===== src/rtl/mem_wb_stage.sv =====
// Y86-64 memory stage and M-to-W pipeline register.
// Data memory is reached over a req/ack handshake; the stage stalls upstream while an access is outstanding.
module mem_wb_stage #(
  parameter logic [63:0] MEM_BYTES = 64'h1000
) (
  input  logic        clk,
  input  logic        reset,
  input  logic [3:0]  m_icode,
  input  logic [3:0]  m_rA,
  input  logic [3:0]  m_rB,
  input  logic [63:0] m_valA,
  input  logic [63:0] m_valE,
  input  logic [63:0] m_valP,
  input  logic        m_cnd,
  input  logic [1:0]  m_stat,
  output logic        dmem_req,
  output logic        dmem_we,
  output logic [63:0] dmem_addr,
  output logic [63:0] dmem_wdata,
  input  logic        dmem_ack,
  input  logic [63:0] dmem_rdata,
  input  logic        dmem_err,
  output logic        mem_stall,
  output logic [3:0]  w_icode,
  output logic [3:0]  w_rA,
  output logic [3:0]  w_rB,
  output logic [63:0] w_valE,
  output logic [63:0] w_valM,
  output logic        w_cnd,
  output logic [1:0]  w_stat
);

  localparam logic [1:0] STAT_AOK = 2'd0;
  localparam logic [1:0] STAT_ADR = 2'd2;
  localparam logic [63:0] LAST_LEGAL = MEM_BYTES - 64'd8;

  typedef enum logic {IDLE, WAIT} state_t;

  state_t      state_reg;
  logic        halted_reg;

  logic        is_read;
  logic        is_write;
  logic [63:0] acc_addr;
  logic [63:0] acc_wdata;
  logic        access_needed;
  logic        addr_legal;
  logic        issue;
  logic        w_load;
  logic [63:0] valm_next;
  logic [1:0]  stat_next;

  always_comb begin
    is_read   = 1'b0;
    is_write  = 1'b0;
    acc_addr  = m_valE;
    acc_wdata = 64'd0;
    case (m_icode)
      4'h4, 4'hA: begin is_write = 1'b1; acc_wdata = m_valA; end
      4'h8:       begin is_write = 1'b1; acc_wdata = m_valP; end
      4'h5:       is_read = 1'b1;
      4'h9, 4'hB: begin is_read = 1'b1; acc_addr = m_valA; end
      default:    ;
    endcase
  end

  assign access_needed = (is_read | is_write) && (m_stat == STAT_AOK) && !halted_reg;
  assign addr_legal    = (acc_addr <= LAST_LEGAL);

  // No request is ever issued while reset is held, so nothing upstream should stall either.
  assign mem_stall = !reset && ((state_reg == IDLE) ? (access_needed && addr_legal) : !dmem_ack);

  always_comb begin
    issue     = 1'b0;
    w_load    = 1'b0;
    valm_next = 64'd0;
    stat_next = STAT_AOK;
    if (state_reg == IDLE) begin
      if (!halted_reg) begin
        if (access_needed) begin
          if (addr_legal) begin
            issue = 1'b1;
          end else begin
            w_load    = 1'b1;
            stat_next = STAT_ADR;
          end
        end else begin
          w_load    = 1'b1;
          stat_next = m_stat;
        end
      end
    end else if (dmem_ack) begin
      w_load    = 1'b1;
      valm_next = is_read ? dmem_rdata : 64'd0;
      stat_next = dmem_err ? STAT_ADR : STAT_AOK;
    end
  end

  always_ff @(posedge clk or posedge reset) begin
    if (reset) begin
      state_reg  <= IDLE;
      halted_reg <= 1'b0;
      dmem_req   <= 1'b0;
      dmem_we    <= 1'b0;
      dmem_addr  <= 64'd0;
      dmem_wdata <= 64'd0;
      w_icode    <= 4'h1;
      w_rA       <= 4'hF;
      w_rB       <= 4'hF;
      w_valE     <= 64'd0;
      w_valM     <= 64'd0;
      w_cnd      <= 1'b0;
      w_stat     <= STAT_AOK;
    end else begin
      case (state_reg)
        IDLE: if (issue) begin
          dmem_req   <= 1'b1;
          dmem_we    <= is_write;
          dmem_addr  <= acc_addr;
          dmem_wdata <= acc_wdata;
          state_reg  <= WAIT;
        end
        WAIT: if (dmem_ack) begin
          dmem_req  <= 1'b0;
          dmem_we   <= 1'b0;
          state_reg <= IDLE;
        end
        default: state_reg <= IDLE;
      endcase

      if (w_load) begin
        w_icode <= m_icode;
        w_rA    <= m_rA;
        w_rB    <= m_rB;
        w_valE  <= m_valE;
        w_valM  <= valm_next;
        w_cnd   <= m_cnd;
        w_stat  <= stat_next;
      end else begin
        w_icode <= 4'h1;
        w_rA    <= 4'hF;
        w_rB    <= 4'hF;
        w_valE  <= 64'd0;
        w_valM  <= 64'd0;
        w_cnd   <= 1'b0;
        w_stat  <= STAT_AOK;
      end

      // Any non-AOK status reaching W freezes the stage until reset.
      if (w_load && (stat_next != STAT_AOK))
        halted_reg <= 1'b1;
    end
  end

endmodule


===== config.mk =====
export PLATFORM = sky130hd
export DESIGN_NAME = mem_wb_stage
export DESIGN_NICKNAME = d
export VERILOG_FILES = /design/src/rtl/mem_wb_stage.sv
export SDC_FILE = /design/constraint.sdc
export NUM_CORES = 1
export LEC_CHECK = 0
export ABC_CLOCK_PERIOD_IN_PS = 7800
export CORE_AREA = 2 2 211 213
export DETAILED_ROUTE_END_ITERATION = 7
export DIE_AREA = 0 0 213 215
export PLACE_DENSITY = 0.57
export SYNTH_ARGS = -nofsm -noshare
export SYNTH_HDL_FRONTEND = slang
export SYNTH_SLANG_ARGS = --single-unit

===== constraint.sdc =====
create_clock -name clk -period 7.8 [get_ports clk]
set_clock_uncertainty 0.1 [all_clocks]
set_input_delay 0.78 -clock clk [delete_from_list [all_inputs] [get_ports clk]]
set_output_delay 0.78 -clock clk [all_outputs]
set_load 0.1 [all_outputs]

==> reports/qor.yml, run 1 <==
run_status:
  run_status: "completed"
logic_synthesis:
  synth_async_sr_flop_share_pct: 100
  topCombFamilyByArea: "simple AND/OR/NAND/NOR gates"
  count_of_unique_library_cells_instantiated_by_yosys: 29
  yosys.area_share.xor_xnor_pct: 0
  synthSimpleGateAreaFrac_pct: 17.8
  syn-mean-instance-area_um2: 13.8
  ys_chip_area_um2: 10900
  main_area_contributors: "dfrtp_1 61%, mux2_4 10%, and2_1 6.7%"
worst_setup_path:
  worst-r2r-cell-count: 5
  path_delay_family: "buffers and inverters"
  critical_path.n_buffers_inverters: 2
  worstReg2RegEnd: "dmem_wdata[2]"
hold_path:
  whs_path_depth: 1
finish:
  biggestCellCategory: "registers"
  finish.net_count: 1591
  final.fill_count: 4140
  stdcell_area_um2: 18000
  layout.comb_gates.multi_input: 451
  final_cell_mix: "548 x clkdlybuf4s50_1, 266 x dfrtp_1, 117 x and2_1"
final_timing:
  setup_slack_ns: 2.51
  final_period_minus_worst_setup_slack_ns: 5.29
clocking:
  post-cts-setup-buffers: 0
  cts_sinks: 275
placement:
  routabilityCongestion: 0.945
drt:
  drt_pre_antenna_iters: 7
  initialDrtViolationCount: 507
  final_antenna_net_count: 0
flow_run:
  drv_cap: 0
global_routing:
  gr-total-overflow: 0
  gr-usage-all-layers_pct: 17.4
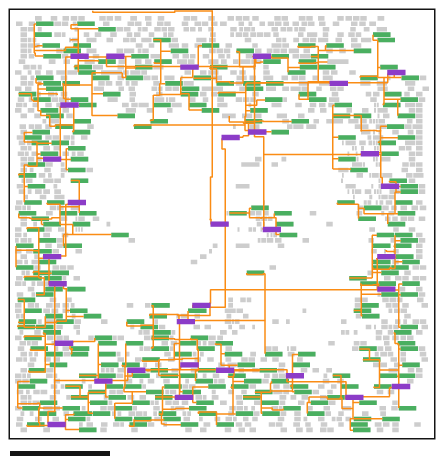
run_1/clk_routes.png
Scale bar: 50 um.
[orange] clock wires | length: 3920 um
[green] flip-flops | count: 275
[purple] clock drivers | count: 31
flops lie: spread over the die
routed clock nets: 32
Clock Power Share: 47.3%
reported clock group power: 1.49 mW
worst-skew pair later-pin latency: 0.56 ns

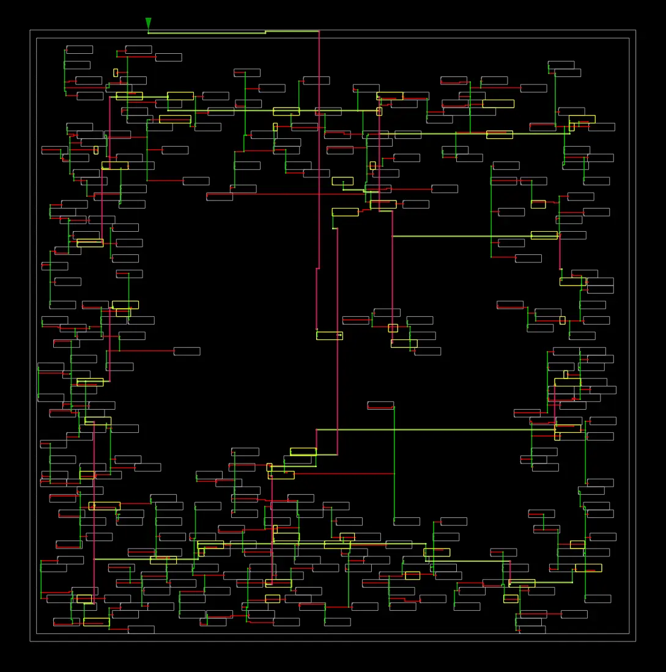
run_1/clocks.png
Num CTS Buffers: 31
number of flip-flops and latches: 275

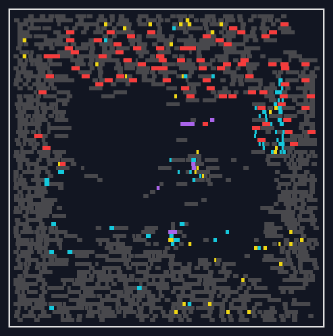
run_1/logic_types.png
| colour | family | cells |
|---|---|---|
| purple | inverting AOI/OAI gates | 6 |
| red | multiplexers | 78 |
| yellow | NOR gates | 40 |
| cyan | NAND gates | 73 |
Layout Cells excl Fill: 1933
Top cell excl fill/tap: clkdlybuf4s50_1
multi-input logic portion of the cell area: 20.9%

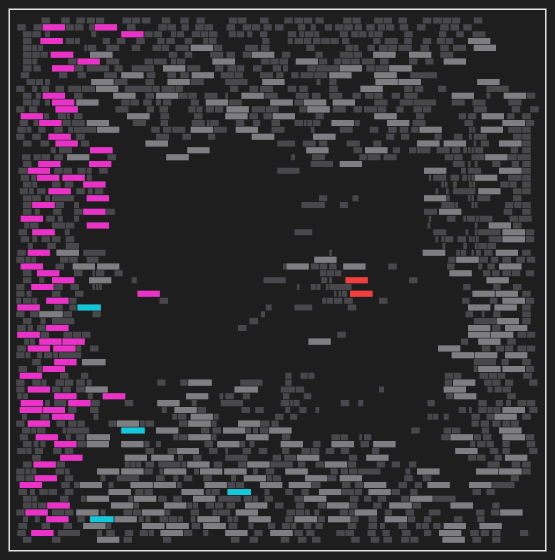
run_1/flops_by_reg.png
| colour | netlist name | sequential cells |
|---|---|---|
| cyan | w_rA | 4 |
| red | w_stat | 2 |
| magenta | w_valM | 64 |
power drawn by the sequential cells: 1.43 mW
final standard cell utilization of the core: 41.3%
register fraction of the total cell area: 38.3%
FF/Latch Area: 6890 um^2

run_1/placement_by_type.png
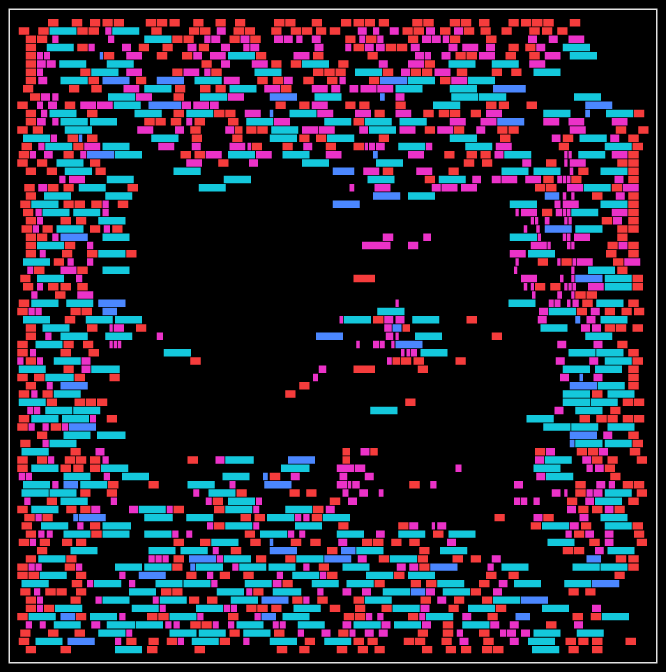

==> inputs of run 2 (changes only) <==
ABC_CLOCK_PERIOD_IN_PS = 5300   (was 7800)
CORE_AREA = 2 2 213 215   (was 2 2 211 213)
DIE_AREA = 0 0 215 217   (was 0 0 213 215)
PLACE_DENSITY = 0.54   (was 0.57)
clock period = 5.3 ns   (was 7.8 ns; I/O delays follow)
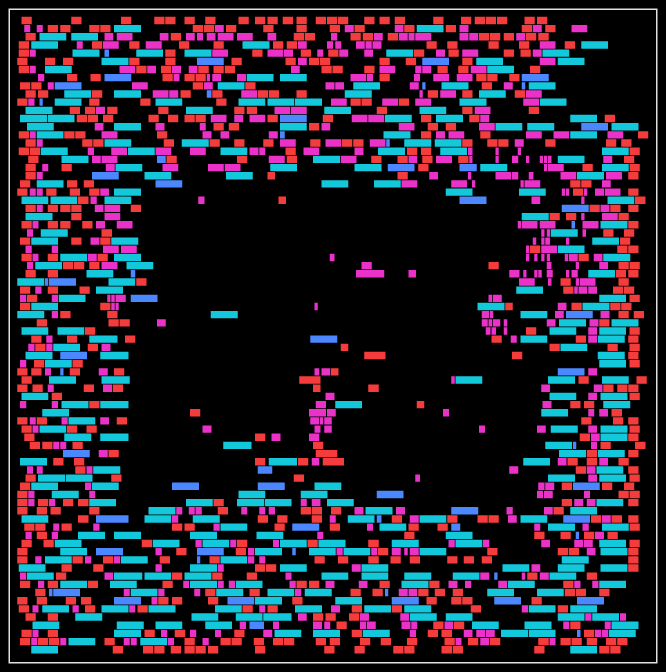
run_2/placement_by_type.png
| colour | class | cells | share of their area |
|---|---|---|---|
| red | other buffers and delay cells | 558 | 32% |
| magenta | combinational and other logic | 452 | 22% |
| cyan | flops | 275 | 40% |
| blue | clock drivers and dummy loads | 60 | 5.9% |

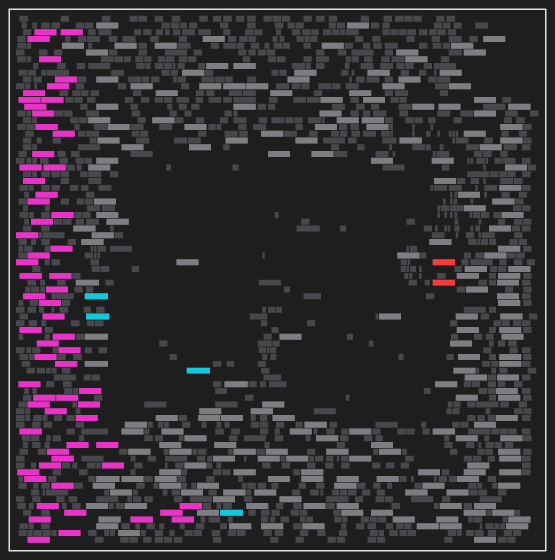
run_2/flops_by_reg.png
| colour | netlist name | sequential cells |
|---|---|---|
| cyan | w_rA | 4 |
| magenta | w_valM | 64 |
| red | w_stat | 2 |

==> run 2 against run 1 <==
Via count up 0.68%. Cell count up 0.78%. Largest cell class unchanged. Critical endpoint unchanged. Die size up 1.9%. Synthesized cell count unchanged. Largest power group unchanged.
==> reports/qor.yml, run 2 <==
hold_path:
  whs_path_depth: 1
flow_run:
  drv_cap: 0
logic_synthesis:
  synth_async_sr_flop_share_pct: 100
  synthSimpleGateAreaFrac_pct: 17.8
  topCombFamilyByArea: "simple AND/OR/NAND/NOR gates"
  main_area_contributors: "dfrtp_1 61%, mux2_4 10%, and2_1 6.7%"
worst_setup_path:
  critical_path.n_buffers_inverters: 2
  worstReg2RegEnd: "dmem_wdata[30]"
  worst-r2r-cell-count: 5
  path_delay_family: "buffers and inverters"
finish:
  seqCellArea_um2: 6890
  nFlopsAndLatches: 275
  seq-cell-share_pct: 38.2
  layout.comb_gates.multi_input: 451
  finish.utilization_pct: 40.4
drt:
  initialDrtViolationCount: 523
placement:
  routabilityCongestion: 0.801
final_timing:
  setup_slack_ns: 1.51
  final_period_minus_worst_setup_slack_ns: 3.79
clocking:
  post-cts-setup-buffers: 0
  worst_skew_pair.late_latency_ns: 0.52
  cts_sinks: 275
run_status:
  run_status: "completed"
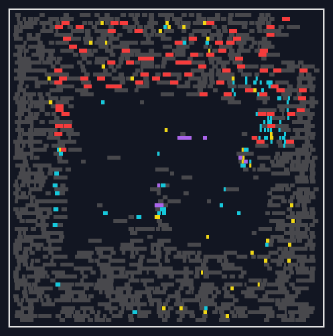
run_2/logic_types.png
| colour | family | cells |
|---|---|---|
| purple | inverting AOI/OAI gates | 6 |
| yellow | NOR gates | 40 |
| cyan | NAND gates | 73 |
| red | multiplexers | 78 |
Layout Cells excl Fill: 1948
multi-input logic portion of the cell area: 20.8%

run_2/clk_routes.png
Scale bar: 50 um.
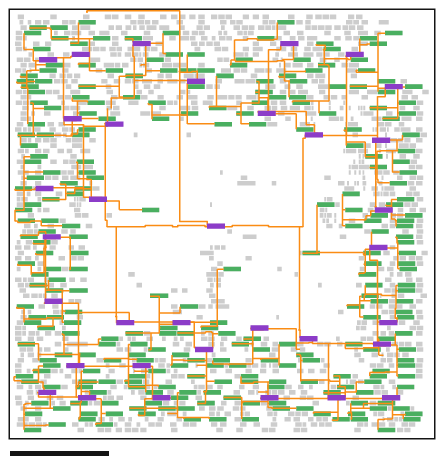

==> inputs of run 3 (changes only) <==
ABC_CLOCK_PERIOD_IN_PS = 3500   (was 5300)
clock period = 3.5 ns   (was 5.3 ns; I/O delays follow)
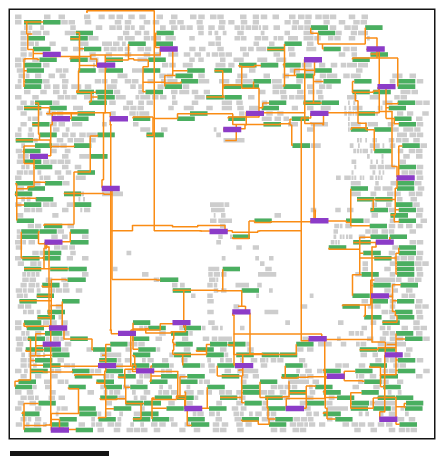
run_3/clk_routes.png
Scale bar: 50 um.
[purple] clock drivers | count: 34
[green] flip-flops | count: 275
[orange] clock wires | length: 4350 um
flops lie: spread over the die
reported clock group power: 3.99 mW
worst-skew pair later-pin latency: 0.53 ns

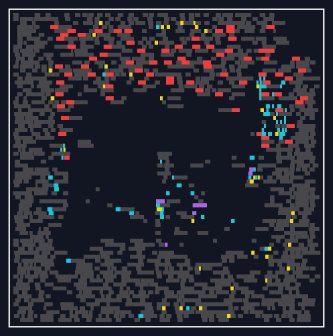
run_3/logic_types.png
| colour | family | cells |
|---|---|---|
| red | multiplexers | 78 |
| purple | inverting AOI/OAI gates | 6 |
| yellow | NOR gates | 40 |
| cyan | NAND gates | 73 |

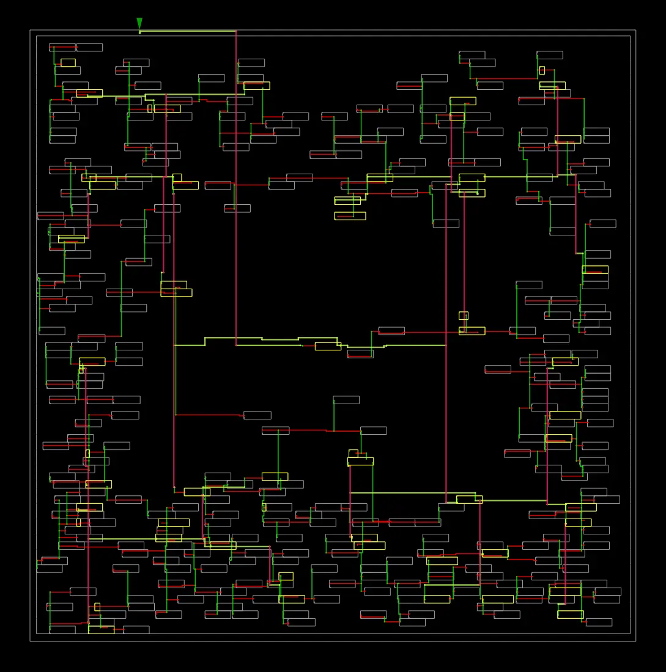
run_3/clocks.png
clock sink total: 275
clock buffer count: 44
Num CTS Buffers: 34

==> run 3 against run 2 <==
Cell count increased by 0.26%. Largest cell class unchanged. Critical path depth increased by 2. Register-to-register slack got worse by 1.5 ns. Routed wire length increased by 0.44%. Combinational power increased by 53%. Highest routed layer unchanged. First-iteration DRC count decreased by 9.8%. Design area increased by 1.7%. Synthesized cell count unchanged. Core utilization increased by 0.71 points. Worst hold slack got worse by 0.10 ns.
==> reports/qor.yml, run 3 <==
logic_synthesis:
  count_of_unique_library_cells_instantiated_by_yosys: 29
  synthSimpleGateAreaFrac_pct: 17.8
  ys_chip_area_um2: 10900
  main_area_contributors: "dfrtp_1 61%, mux2_4 10%, and2_1 6.7%"
  syn-mean-instance-area_um2: 13.8
  synth_async_sr_flop_share_pct: 100
  topCombFamilyByArea: "simple AND/OR/NAND/NOR gates"
drt:
  initialDrtViolationCount: 472
  final_antenna_net_count: 0
  drt_pre_antenna_iters: 4
final_timing:
  setup_slack_ns: 0.153
  final_period_minus_worst_setup_slack_ns: 3.35
finish:
  finish.net_count: 1605
  nFlopsAndLatches: 275
  layout.comb_gates.multi_input: 451
  inverters: 1
  seqCellArea_um2: 6890
  seq-cell-share_pct: 37.5
  lay_top_count: "clkdlybuf4s50_1"
  combAreaFraction_pct: 20.5
  stdcell_area_um2: 18400
  final.fill_count: 4308
  stdcell_count: 1953
  final_cell_mix: "545 x clkdlybuf4s50_1, 266 x dfrtp_1, 117 x and2_1"
  finish.utilization_pct: 41.1
  biggestCellCategory: "registers"
power_and_ir_drop:
  power.share.clock_pct: 51.8
  overall_power_after_layout_mw: 7.70
  seq-power_mw: 3.18
  power_switching_mw: 1.62
worst_setup_path:
  critical_path.n_buffers_inverters: 3
  critPathCapture: "mem_stall"
  worstReg2RegEnd: "w_cnd"
  cpMaxStageDelayCell: "nor4_1"
  worst-r2r-cell-count: 3
  path_delay_family: "simple AND/OR/NAND/NOR gates"
placement:
  routabilityCongestion: 0.820
floorplanning:
  n_tap_cell: 600
  floorplan.initialDensity_pct: 24.4
global_routing:
  gr-total-overflow: 0
  globalRouteMet3Util_pct: 4.93
  gr-usage-all-layers_pct: 17.4
flow_run:
  drv_cap: 0
hold_path:
  whs_path_depth: 2
clocking:
  clock_tree.root_cell: "clkbuf_16"
run_status:
  run_status: "completed"
No activity file was given, so power comes from the tool's default toggle rates.
